### Power grid, run 1

Scale bar: 20 µm. Pins as bars on the die edge.
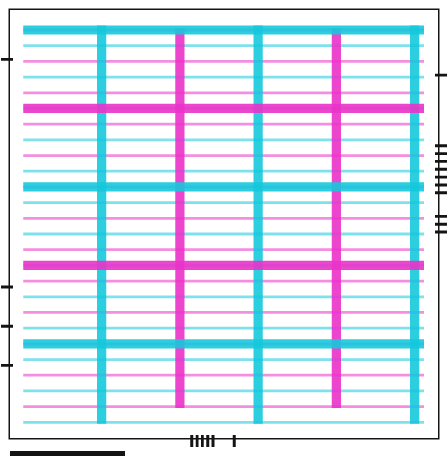
### Congestion heat map, run 1

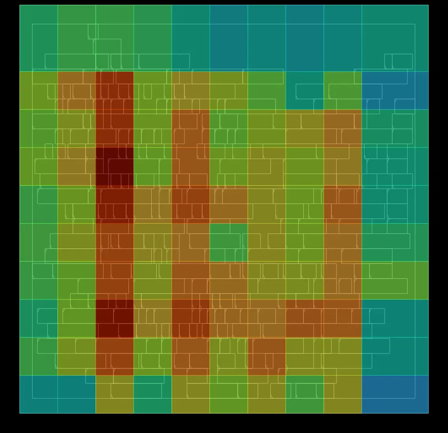
### Routed clock nets over the placement, run 1

Scale bar: 20 µm.
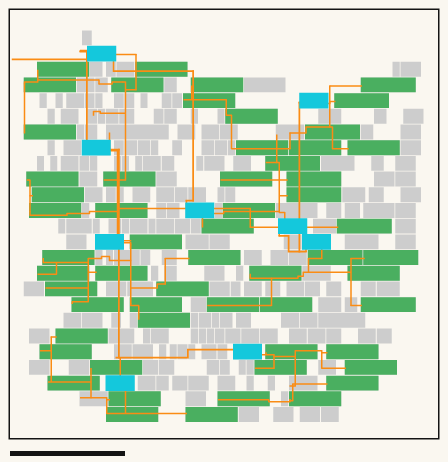
### config.mk
export PLATFORM = sky130hd
export DESIGN_NAME = color_size_rx_flat
export DESIGN_NICKNAME = d
export VERILOG_FILES = /design/src/rtl/color_size_rx_pkg.sv /design/src/rtl/color_size_rx_if.sv /design/src/rtl/color_size_rx_sync_edge.sv /design/src/rtl/color_size_rx.sv /design/src/flat_wrapper.sv
export SDC_FILE = /design/constraint.sdc
export NUM_CORES = 1
export LEC_CHECK = 0
export ABC_CLOCK_PERIOD_IN_PS = 1900
export CAP_MARGIN = 20
export CORE_MARGIN = 2
export CORE_UTILIZATION = 51
export CTS_CLUSTER_SIZE = 8
export DETAILED_ROUTE_END_ITERATION = 8
export HOLD_SLACK_MARGIN = 0.05
export MAX_ROUTING_LAYER = met4
export PLACE_DENSITY = 0.82
export SYNTH_ARGS = -nofsm -noshare
export SYNTH_HDL_FRONTEND = slang
export SYNTH_SLANG_ARGS = --single-unit
### constraint.sdc
create_clock -name CLK -period 1.9 [get_ports CLK]
set_input_delay 0.38 -clock CLK [delete_from_list [all_inputs] [get_ports CLK]]
set_output_delay 0.38 -clock CLK [all_outputs]
set_load 0.02 [all_outputs]
### src/rtl/color_size_rx_pkg.sv
// Shared constants for the colour/size serial link: object codes, frame
// geometry defaults and the receiver state encoding. The system sequencer
// imports the same package so both ends agree on the code values.
package color_size_rx_pkg;

    localparam int DEF_DATA_BITS = 8;
    localparam int DEF_TIMEOUT   = 1000000;
    localparam int TIMER_W       = 20;

    localparam logic [3:0] NO_OBJECT = 4'hF;

    typedef enum logic [3:0] {
        COLOR_RED    = 4'd0,
        COLOR_GREEN  = 4'd1,
        COLOR_BLUE   = 4'd2,
        COLOR_YELLOW = 4'd3,
        COLOR_BLACK  = 4'd4,
        COLOR_BROWN  = 4'd5,
        COLOR_NONE   = 4'hF
    } color_e;

    typedef enum logic [3:0] {
        SIZE_AIR  = 4'd0,
        SIZE_SEA  = 4'd1,
        SIZE_RAIL = 4'd2,
        SIZE_NONE = 4'hF
    } size_e;

    localparam logic [3:0] DEF_MAX_COLOR = 4'(COLOR_BROWN);
    localparam logic [3:0] DEF_MAX_SIZE  = 4'(SIZE_RAIL);

    typedef enum logic [1:0] {
        ST_IDLE  = 2'd0,
        ST_SHIFT = 2'd1,
        ST_CHECK = 2'd2
    } rx_state_e;

    // True when both decoded fields name a real object.
    function automatic logic codes_in_range(
        input logic [3:0] color,
        input logic [3:0] size,
        input logic [3:0] max_color,
        input logic [3:0] max_size
    );
        return (color <= max_color) && (size <= max_size);
    endfunction

endpackage

### src/rtl/color_size_rx_if.sv
// Signal bundle between the vision link / consumer side and the receiver.
//
// Handshake: NEW_DATA is the "valid" of the COLOR/SIZE pair. It rises with
// an accepted frame and stays high until the consumer raises ACK for one
// CLK cycle ("ready"). ERR_* flags are sticky the same way and are also
// cleared by ACK. FRAME_OK is a bare one-cycle strobe without back-pressure.
// RCLK/RDATA/LINK_RST are raw asynchronous pins; the receiver resynchronises.
interface color_size_rx_if;
    import color_size_rx_pkg::*;

    logic       RCLK;
    logic       RDATA;
    logic       LINK_RST;
    logic       ACK;
    logic [3:0] COLOR;
    logic [3:0] SIZE;
    logic       NEW_DATA;
    logic       FRAME_OK;
    logic       ERR_PARITY;
    logic       ERR_RANGE;
    logic       ERR_TOUT;
    rx_state_e  dbg_state;

    modport master (
        output RCLK, RDATA, LINK_RST, ACK,
        input  COLOR, SIZE, NEW_DATA, FRAME_OK,
        input  ERR_PARITY, ERR_RANGE, ERR_TOUT, dbg_state
    );

    modport slave (
        input  RCLK, RDATA, LINK_RST, ACK,
        output COLOR, SIZE, NEW_DATA, FRAME_OK,
        output ERR_PARITY, ERR_RANGE, ERR_TOUT, dbg_state
    );

endinterface

### src/rtl/color_size_rx_sync_edge.sv
// Two-flop synchroniser for one asynchronous pin, plus a rising-edge strobe
// taken from the synchronised level and a third history flop.
module color_size_rx_sync_edge (
    input  logic CLK,
    input  logic RESET,
    input  logic async_in,
    output logic sync_out,
    output logic rise
);

    logic meta_q;
    logic sync_q;
    logic prev_q;

    // Resynchronise the pin and keep one cycle of history for edge detect.
    always_ff @(posedge CLK or posedge RESET) begin
        if (RESET) begin
            meta_q <= 1'b0;
            sync_q <= 1'b0;
            prev_q <= 1'b0;
        end else begin
            meta_q <= async_in;
            sync_q <= meta_q;
            prev_q <= sync_q;
        end
    end

    assign sync_out = sync_q;
    assign rise     = sync_q & ~prev_q;

endmodule

### src/rtl/color_size_rx.sv
// Colour/size frame receiver. Deserialises 8 payload bits (SIZE[7:4],
// COLOR[3:0], MSB first) plus an even-parity bit clocked in on RCLK rises,
// validates the frame and presents registered codes with sticky flags.
module color_size_rx
    import color_size_rx_pkg::*;
#(
    parameter int         DATA_BITS = DEF_DATA_BITS,
    parameter int         TIMEOUT   = DEF_TIMEOUT,
    parameter logic [3:0] MAX_COLOR = DEF_MAX_COLOR,
    parameter logic [3:0] MAX_SIZE  = DEF_MAX_SIZE
) (
    input logic            CLK,
    input logic            RESET,
    color_size_rx_if.slave bus
);

    localparam int                 FRAME_BITS = DATA_BITS + 1;
    localparam int                 CNT_W      = $clog2(FRAME_BITS + 1);
    localparam logic [CNT_W-1:0]   CNT_ONE    = CNT_W'(1);
    localparam logic [CNT_W-1:0]   LAST_CNT   = CNT_W'(FRAME_BITS);
    localparam logic [TIMER_W-1:0] TOUT_VAL   = TIMER_W'(TIMEOUT);

    // Synchronised pins
    logic rclk_rise;
    logic rclk_lvl_unused;
    logic rdata_s;
    logic rdata_rise_unused;
    logic link_rst_s;
    logic link_rise_unused;

    // FSM and datapath state
    rx_state_e             state_q;
    rx_state_e             state_d;
    logic [FRAME_BITS-1:0] sreg_q;
    logic [CNT_W-1:0]      bitcnt_q;
    logic [TIMER_W-1:0]    timer_q;
    logic                  pend_q;
    logic                  pend_bit_q;

    // Registered outputs
    logic [3:0] color_q;
    logic [3:0] size_q;
    logic       new_data_q;
    logic       frame_ok_q;
    logic       err_parity_q;
    logic       err_range_q;
    logic       err_tout_q;

    // FSM control strobes
    logic live_rise;
    logic bit_in;
    logic do_shift;
    logic hold_rise;
    logic tout_hit;
    logic chk_ok;
    logic chk_par_err;
    logic chk_rng_err;

    // Frame decode
    logic [DATA_BITS-1:0] payload;
    logic [3:0]           color_f;
    logic [3:0]           size_f;

    color_size_rx_sync_edge u_sync_rclk (
        .CLK      (CLK),
        .RESET    (RESET),
        .async_in (bus.RCLK),
        .sync_out (rclk_lvl_unused),
        .rise     (rclk_rise)
    );

    color_size_rx_sync_edge u_sync_rdata (
        .CLK      (CLK),
        .RESET    (RESET),
        .async_in (bus.RDATA),
        .sync_out (rdata_s),
        .rise     (rdata_rise_unused)
    );

    color_size_rx_sync_edge u_sync_link (
        .CLK      (CLK),
        .RESET    (RESET),
        .async_in (bus.LINK_RST),
        .sync_out (link_rst_s),
        .rise     (link_rise_unused)
    );

    // Edges seen while the link is held in reset never count as data.
    assign live_rise = rclk_rise & ~link_rst_s;
    // A rise parked during CHECK supplies the first bit of the next frame.
    assign bit_in    = pend_q ? pend_bit_q : rdata_s;

    assign payload = sreg_q[FRAME_BITS-1:1];
    assign color_f = payload[3:0];
    assign size_f  = payload[7:4];

    // State register.
    always_ff @(posedge CLK or posedge RESET) begin
        if (RESET) begin
            state_q <= ST_IDLE;
        end else begin
            state_q <= state_d;
        end
    end

    // Next-state decode and per-cycle control strobes.
    always_comb begin
        state_d     = state_q;
        do_shift    = 1'b0;
        hold_rise   = 1'b0;
        tout_hit    = 1'b0;
        chk_ok      = 1'b0;
        chk_par_err = 1'b0;
        chk_rng_err = 1'b0;
        if (link_rst_s) begin
            state_d = ST_IDLE;
        end else begin
            case (state_q)
                ST_IDLE: begin
                    if (live_rise || pend_q) begin
                        do_shift = 1'b1;
                        state_d  = ST_SHIFT;
                    end
                end
                ST_SHIFT: begin
                    if (live_rise) begin
                        do_shift = 1'b1;
                        if (bitcnt_q == LAST_CNT - CNT_ONE) begin
                            state_d = ST_CHECK;
                        end
                    end else if (timer_q == TOUT_VAL) begin
                        tout_hit = 1'b1;
                        state_d  = ST_IDLE;
                    end
                end
                ST_CHECK: begin
                    hold_rise = live_rise;
                    state_d   = ST_IDLE;
                    if (^sreg_q) begin
                        chk_par_err = 1'b1;
                    end else if (!codes_in_range(color_f, size_f, MAX_COLOR, MAX_SIZE)) begin
                        chk_rng_err = 1'b1;
                    end else begin
                        chk_ok = 1'b1;
                    end
                end
                default: begin
                    state_d = ST_IDLE;
                end
            endcase
        end
    end

    // Shift register and bit counter; link reset wipes the partial frame.
    always_ff @(posedge CLK or posedge RESET) begin
        if (RESET) begin
            sreg_q   <= '0;
            bitcnt_q <= '0;
        end else if (link_rst_s) begin
            sreg_q   <= '0;
            bitcnt_q <= '0;
        end else if (do_shift) begin
            sreg_q   <= {sreg_q[FRAME_BITS-2:0], bit_in};
            bitcnt_q <= (state_q == ST_IDLE) ? CNT_ONE : bitcnt_q + CNT_ONE;
        end else if (state_d == ST_IDLE) begin
            bitcnt_q <= '0;
        end
    end

    // Inter-bit timer: runs only inside a frame, restarts on every bit.
    always_ff @(posedge CLK or posedge RESET) begin
        if (RESET) begin
            timer_q <= '0;
        end else if (link_rst_s || state_q != ST_SHIFT || live_rise) begin
            timer_q <= '0;
        end else if (timer_q != TOUT_VAL) begin
            timer_q <= timer_q + TIMER_W'(1);
        end
    end

    // Park an RCLK rise that lands on the CHECK cycle for the next frame.
    always_ff @(posedge CLK or posedge RESET) begin
        if (RESET) begin
            pend_q     <= 1'b0;
            pend_bit_q <= 1'b0;
        end else begin
            pend_q <= hold_rise;
            if (hold_rise) begin
                pend_bit_q <= rdata_s;
            end
        end
    end

    // Result registers: a new event in the same cycle as ACK wins.
    always_ff @(posedge CLK or posedge RESET) begin
        if (RESET) begin
            color_q      <= NO_OBJECT;
            size_q       <= NO_OBJECT;
            new_data_q   <= 1'b0;
            frame_ok_q   <= 1'b0;
            err_parity_q <= 1'b0;
            err_range_q  <= 1'b0;
            err_tout_q   <= 1'b0;
        end else begin
            frame_ok_q   <= chk_ok;
            if (chk_ok) begin
                color_q <= color_f;
                size_q  <= size_f;
            end
            new_data_q   <= chk_ok      | (new_data_q   & ~bus.ACK);
            err_parity_q <= chk_par_err | (err_parity_q & ~bus.ACK);
            err_range_q  <= chk_rng_err | (err_range_q  & ~bus.ACK);
            err_tout_q   <= tout_hit    | (err_tout_q   & ~bus.ACK);
        end
    end

    assign bus.COLOR      = color_q;
    assign bus.SIZE       = size_q;
    assign bus.NEW_DATA   = new_data_q;
    assign bus.FRAME_OK   = frame_ok_q;
    assign bus.ERR_PARITY = err_parity_q;
    assign bus.ERR_RANGE  = err_range_q;
    assign bus.ERR_TOUT   = err_tout_q;
    assign bus.dbg_state  = state_q;

endmodule

### src/flat_wrapper.sv
// flat-port wrapper written by rule: the top's interface ports become plain ports
module color_size_rx_flat import color_size_rx_pkg::*;
#(
    parameter int         DATA_BITS = DEF_DATA_BITS,
    parameter int         TIMEOUT   = DEF_TIMEOUT,
    parameter logic [3:0] MAX_COLOR = DEF_MAX_COLOR,
    parameter logic [3:0] MAX_SIZE  = DEF_MAX_SIZE
)
  (CLK, RESET, bus_RCLK, bus_RDATA, bus_LINK_RST, bus_ACK, bus_COLOR, bus_SIZE, bus_NEW_DATA, bus_FRAME_OK, bus_ERR_PARITY, bus_ERR_RANGE, bus_ERR_TOUT, bus_dbg_state);
  color_size_rx_if bus_i ();
  input logic CLK;
  input logic RESET;
  input wire logic [$bits(bus_i.RCLK)-1:0] bus_RCLK;
  input wire logic [$bits(bus_i.RDATA)-1:0] bus_RDATA;
  input wire logic [$bits(bus_i.LINK_RST)-1:0] bus_LINK_RST;
  input wire logic [$bits(bus_i.ACK)-1:0] bus_ACK;
  output wire logic [$bits(bus_i.COLOR)-1:0] bus_COLOR;
  output wire logic [$bits(bus_i.SIZE)-1:0] bus_SIZE;
  output wire logic [$bits(bus_i.NEW_DATA)-1:0] bus_NEW_DATA;
  output wire logic [$bits(bus_i.FRAME_OK)-1:0] bus_FRAME_OK;
  output wire logic [$bits(bus_i.ERR_PARITY)-1:0] bus_ERR_PARITY;
  output wire logic [$bits(bus_i.ERR_RANGE)-1:0] bus_ERR_RANGE;
  output wire logic [$bits(bus_i.ERR_TOUT)-1:0] bus_ERR_TOUT;
  output wire logic [$bits(bus_i.dbg_state)-1:0] bus_dbg_state;
  assign bus_i.RCLK = bus_RCLK;
  assign bus_i.RDATA = bus_RDATA;
  assign bus_i.LINK_RST = bus_LINK_RST;
  assign bus_i.ACK = bus_ACK;
  assign bus_COLOR = bus_i.COLOR;
  assign bus_SIZE = bus_i.SIZE;
  assign bus_NEW_DATA = bus_i.NEW_DATA;
  assign bus_FRAME_OK = bus_i.FRAME_OK;
  assign bus_ERR_PARITY = bus_i.ERR_PARITY;
  assign bus_ERR_RANGE = bus_i.ERR_RANGE;
  assign bus_ERR_TOUT = bus_i.ERR_TOUT;
  assign bus_dbg_state = bus_i.dbg_state;
  color_size_rx #(.DATA_BITS(DATA_BITS), .TIMEOUT(TIMEOUT), .MAX_COLOR(MAX_COLOR), .MAX_SIZE(MAX_SIZE)) u_core (.CLK(CLK), .RESET(RESET), .bus(bus_i));
endmodule
==> reports/metrics.cfg, run 1 <==
[yosys]
synthCells = 220
synth_xor_xnor_area_share = 0.0926
post_synth_num_cell_types = 40
synth_area_per_cell_um2 = 11.4
adder_share = 0.0199
synth-edff-count = 0
synth_top_cell_by_area = dfrtp_1
synth.top_cell.area_share = 0.488
ys_dominant_reg_cell = dfrtp_1
ys_area_um2 = 2510
yosys.stat.seqShare = 0.572
ys_sh_aoi = 0.0916
synth_warnings = 0
syn_area_um2 = 2510
ys_cells = 220
most_common_cell = dfrtp_1
top_logic_kind = simple AND/OR/NAND/NOR gates
ys_sh_mux = 0.0349

[outcome]
violations = setup timing
status = finished, violations left

[clocking]
numCtsBuffers = 9
cts_tree = done
hold_buffers = 0
clkTransAtPathRegs_ps = 60
cts_sinks = 57
clock_latency_ps = 340
htree_levels = 3
root_buffer = clkbuf_8
cts_buffer_depth = 2

[grt]
grt-ovfl-total = 0
antenna_found_initial = 0
grt_pass1_vias = 1870
grt_pass1_wl_um = 9010
grt_max_degree = 24

[worst_setup_path]
critPathMaxFanout = 7
cpLargestDelayFamily = XOR/XNOR gates
ff2ff_path_depth = 5
crit_type = reg2reg
crit_required_ps = 2160
r2r_start = u_core.sreg_q[1]
worst_ep_arrival_time_ps = 2190
r2r-end = u_core.bus.SIZE[1]
cp_slowest_cell = xnor3_1
startpoint_type = flop
crit_chain = xnor2_2 > xnor3_1 > xnor2_2 > and3_4 > mux2_2
setup.worst_path.start = u_core.sreg_q[1]
crit_end = u_core.bus.SIZE[1]
crit_path_end_kind = flop

[cells_and_area]
layout-drive-gt1-share = 0.203
fin_nets = 271
comb_area_um2 = 1040
final_core_util = 0.669
final_common_cell = dfrtp_1
stdcell_count = 333
diodes = 0
mostFrequentLayoutCells = 47 x dfrtp_1, 24 x nor2_1, 20 x clkdlybuf4s50_1

[placed_design]
hpwlAfterDp_um = 3450
dp.cells = 315
gp_congestion = 0.799
place_ws_ps = -98.8

[timing]
finClkSkew_ps = 10.2
tightest_slew_ps = 601
layout_setup_ws_ps = -26.2
rsz0062_at_grt = true
slew_headroom = 0.598
max_freq_mhz = 519
drv_slew = 0
hold_violations = 0
min_period_over_period = 1.01
min_period_ps = 1930
setup_viol = 4

[die]
core_area_um2 = 4720
die_h_um = 74.2
fp-row-count = 25
fp_util = 0.532

[route]
wire_per_inst_um = 15.7
via_per_inst = 5.46
drtPass1Iterations = 4
vias = 1818
totalWireLength_um = 5230

[worst_hold_path]
hold_path_depth = 0
hold_path_class = reg2reg

[run]
cap_violations = 0
warnings = 29

[pwr]
powerDensity_nw_per_um2 = 809
totalPowerFinal_mw = 2.56

About 'Power grid':
- VSS: cyan
- VDD: magenta
- met1 rails: 26
- met4 straps: 5
- rows: 25

About 'Congestion heat map':
All-Layer GR Usage: 0.230
met2 GRT Util: 0.367

About 'Routed clock nets over the placement':
- clock wires: orange (length 699 µm)
- flip-flops: green (count 57)
- cells driving clock nets: cyan (count 9)
- flops lie: spread over the die

==> run 1: per-stage QoR <==
stage	area [µm²]	setup TNS, ps
final	3160	-75.2
after global routing	3160	-515
after CTS	3130	0
after detailed placement	2900	-468
after global placement	2900	-28.7
after floorplan	2510	0
==> run 1: state kept, by name, indices dropped and copies added (netlist names), 2 cells and up <==
signal	count
u_core.timer_q	20
u_core.bus.dbg_state	2
u_core.bus.SIZE	4
u_core.sreg_q	9
u_core.bus.COLOR	4
u_core.bitcnt_q	4
==> run 1: where the power goes <==
part           total (mW)  internal (mW)  switching, mW
logic               0.115         0.0484         0.0663
clock network        1.20          0.747          0.457
registers            1.24           1.23         0.0102
==> run 1: cell type report <==
cell class | instances | area share
repair buffers | 36 | 0.109
clock buffers | 14 | 0.0578
clock inverters | 2 | 0.0111
well taps | 67 | 0.0265
flip-flops and latches | 57 | 0.455
inverters | 10 | 0.0119
multi-input cells | 147 | 0.328
==> run 1: layer usage <==
| metal | part of all wire | global-route usage | wire, µm |
|---|---|---|---|
| met1 | 0.44 | 0.282 | 2280 |
| met2 | 0.50 | 0.367 | 2610 |
| met3 | 0.043 | 0.0528 | 223 |
| met4 | 0.021 | 0.0970 | 111 |
| met5 | 0 | - | 0 |
==> run 1: worst min path at each step <==
stage                                    startpoint                           to  slack (ps)
after floorplan           u_core.u_sync_link.meta_q  u_core.u_sync_link.sync_out         330
after global placement    u_core.u_sync_rclk.meta_q  u_core.u_sync_rclk.sync_out         340
after detailed placement  u_core.u_sync_link.meta_q  u_core.u_sync_link.sync_out         340
after CTS                 u_core.u_sync_link.meta_q  u_core.u_sync_link.sync_out         350
after global routing      u_core.u_sync_rclk.meta_q  u_core.u_sync_rclk.sync_out         360
final                     u_core.u_sync_rclk.meta_q  u_core.u_sync_rclk.sync_out         350
==> run 1 -> run 2 <==
--- a/config.mk
+++ b/config.mk
@@ -5,15 +5,16 @@
 export SDC_FILE = /design/constraint.sdc
 export NUM_CORES = 1
 export LEC_CHECK = 0
-export ABC_CLOCK_PERIOD_IN_PS = 1900
+export ABC_CLOCK_PERIOD_IN_PS = 2000
 export CAP_MARGIN = 20
 export CORE_MARGIN = 2
-export CORE_UTILIZATION = 51
+export CORE_UTILIZATION = 57
 export CTS_CLUSTER_SIZE = 8
 export DETAILED_ROUTE_END_ITERATION = 8
+export GPL_ROUTABILITY_DRIVEN = 0
 export HOLD_SLACK_MARGIN = 0.05
 export MAX_ROUTING_LAYER = met4
-export PLACE_DENSITY = 0.82
+export PLACE_DENSITY = 0.87
 export SYNTH_ARGS = -nofsm -noshare
 export SYNTH_HDL_FRONTEND = slang
 export SYNTH_SLANG_ARGS = --single-unit
==> constraint.sdc (replaced) <==
create_clock -name CLK -period 2 [get_ports CLK]
set_input_delay 0.4 -clock CLK [delete_from_list [all_inputs] [get_ports CLK]]
set_output_delay 0.4 -clock CLK [all_outputs]
set_load 0.02 [all_outputs]
==> run 2 against run 1 <==
  * Wire length fell by 9.7%
  * Design area down 4.8%
  * The flow now finishes without violations
  * Worst hold slack got worse by 19 ps
  * Largest cell class unchanged
==> reports/metrics.cfg, run 2 <==
[grt]
gr-usage-met2 = 0.310
grt_max_degree = 46
grt_pass1_wl_um = 8110
grtUsageMet3 = 0.0779
busiest_layer = met2
groute.usage.overall = 0.220
grtUsageMet1 = 0.289
grt-ovfl-total = 0
grt_pass1_vias = 1766
antenna_found_initial = 0

[cells_and_area]
fin_nets = 265
largest_reg_flops = 20
mostFrequentLayoutCells = 49 x dfrtp_1, 24 x nor2_1, 20 x clkdlybuf4s50_1
final_common_cell = dfrtp_1
stdcell_count = 312
final_core_util = 0.700
regMostFlops = u_core.timer_q
reg_top3 = u_core.timer_q: 20 flops, u_core.sreg_q: 9 flops
diodes = 0
layout-drive-gt1-share = 0.150

[yosys]
synth.top_cell.area_share = 0.488
post_synth_num_cell_types = 40
ys_cells = 220
synth_area_per_cell_um2 = 11.4
synthCells = 220
ys_dominant_reg_cell = dfrtp_1
synth_top_cell_by_area = dfrtp_1
syn_area_um2 = 2510
ys_area_um2 = 2510
synth_warnings = 0
yosys.stat.seqShare = 0.572
most_common_cell = dfrtp_1
synth-edff-count = 0
area_leaders = dfrtp_1 49%, dfstp_2 8.4%, xnor2_1 4.2%, xor2_1 4.2%, nor2_1 3.6%

[worst_setup_path]
cp_slowest_cell = dfrtp_1
crit_chain = xnor2_1 > xnor3_1 > xnor2_2 > and3_4 > mux2_2
r2r-end = u_core.bus.COLOR[0]
startpoint_type = flop
worst_ep_arrival_time_ps = 2190
crit_required_ps = 2250
crit_path_end_kind = flop
cpLargestDelayFamily = XOR/XNOR gates
r2r_start = u_core.sreg_q[7]
crit_type = reg2reg
ff2ff_path_depth = 5
crit_end = u_core.bus.COLOR[0]
setup.worst_path.start = u_core.sreg_q[7]

[clocking]
hold_buffers = 0
cts_sinks = 57
cts_tree = done
numCtsBuffers = 9
clkTransAtPathRegs_ps = 60
clock_latency_ps = 330
root_buffer = clkbuf_8
htree_levels = 3
cts_buffer_depth = 2

[route]
via_per_inst = 5.79
top_layer = met4
drtPass1Iterations = 5
vias = 1805
wire_per_inst_um = 15.1
dr_wl_met3_um = 287
totalWireLength_um = 4720
m1WireLength_um = 2130

[timing]
max_freq_mhz = 516
setup_viol = 0
hold_violations = 0
tightest_slew_ps = 534
drv_slew = 0
finClkSkew_ps = 5.99
min_period_over_period = 0.968
min_period_ps = 1940
layout_setup_ws_ps = 63.9
slew_headroom = 0.641

[placed_design]
port_buffers = 20
dp.cells = 296
hpwlAfterDp_um = 3160
place_ws_ps = -16.9

[die]
die_h_um = 70.4
fp_util = 0.585
fp-row-count = 24
core_area_um2 = 4290
io_pins = 21

[pwr]
totalPowerFinal_mw = 2.18
powerDensity_nw_per_um2 = 724

[worst_hold_path]
hold_path_class = in2async

[run]
warnings = 28
cap_violations = 0

[outcome]
status = complete, no violations

[run 2: logic make-up after synthesis]
logic type | Yosys count | synth area share
buffers and inverters | 16 | 0.0274
XOR/XNOR | 25 | 0.0926
flip-flops | 57 | 0.572
AND/OR/NAND/NOR | 80 | 0.162
adder cells (fa/ha/maj) | 4 | 0.0199
AND-OR/OR-AND | 30 | 0.0916
multiplexers | 8 | 0.0349
[run 2: worst min path at each step]
stage                                   to  slack (ps)                 startpoint  cells past startpoint
2_1_floorplan  u_core.u_sync_link.sync_out         330  u_core.u_sync_link.meta_q                      0
3_3_place_gp   u_core.u_sync_rclk.sync_out         330  u_core.u_sync_rclk.meta_q                      0
3_5_place_dp   u_core.u_sync_link.sync_out         340  u_core.u_sync_link.meta_q                      0
4_1_cts                  u_core.timer_q[9]         350                      RESET                      2
5_1_grt                  u_core.timer_q[7]         350                      RESET                      2
6_report                 u_core.timer_q[6]         340                      RESET                      2
[run 2: timing repair]
action                     in CTS  in global routing
pin swaps                       0                  1
hold endpoints to repair        0                  0
gates cloned                    0                  0
resized                         1                  2
setup endpoints to repair       5                  5
[run 2: final cells by class]
cell class                 instances  area, µm²  area share
clock buffer                      15        156      0.0520
clock inverter                     1       5.00     0.00166
inverter                          10       37.5      0.0125
multi-input combinational        147       1020       0.339
sequential                        57       1440       0.478
tap                               52       65.1      0.0216
timing repair buffer              30        288      0.0957
[run 2: report_power, final]
group	switching, mW	internal (mW)	leakage (nW)	total, mW
registers	0.0103	1.17	0.749	1.18
clock network	0.419	0.484	0.0817	0.902
logic	0.0599	0.0375	0.465	0.0975
[run 2: metrics by stage]
stage	TNS (ps)	cell area, µm²	hold WS (ps)
finish	0	3010	336
global route	-76.5	3010	354
global placement	0	2830	333
detailed placement	-60.5	2830	343
floorplan	0	2510	331
CTS	0	3000	349
### Power grid, run 2

Scale bar: 20 µm. Pins as bars on the die edge.
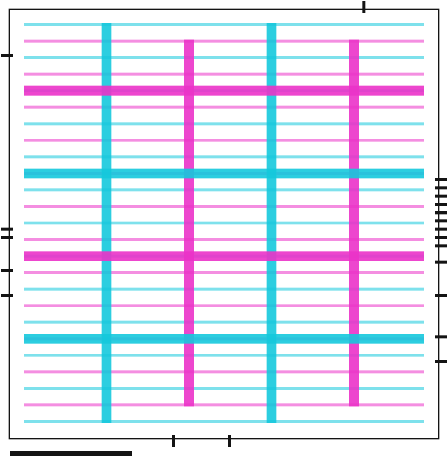
- VDD: magenta
- VSS: cyan
- signal pins: 21
- met1 rails: 25

Power and IR drop assume default switching activity.
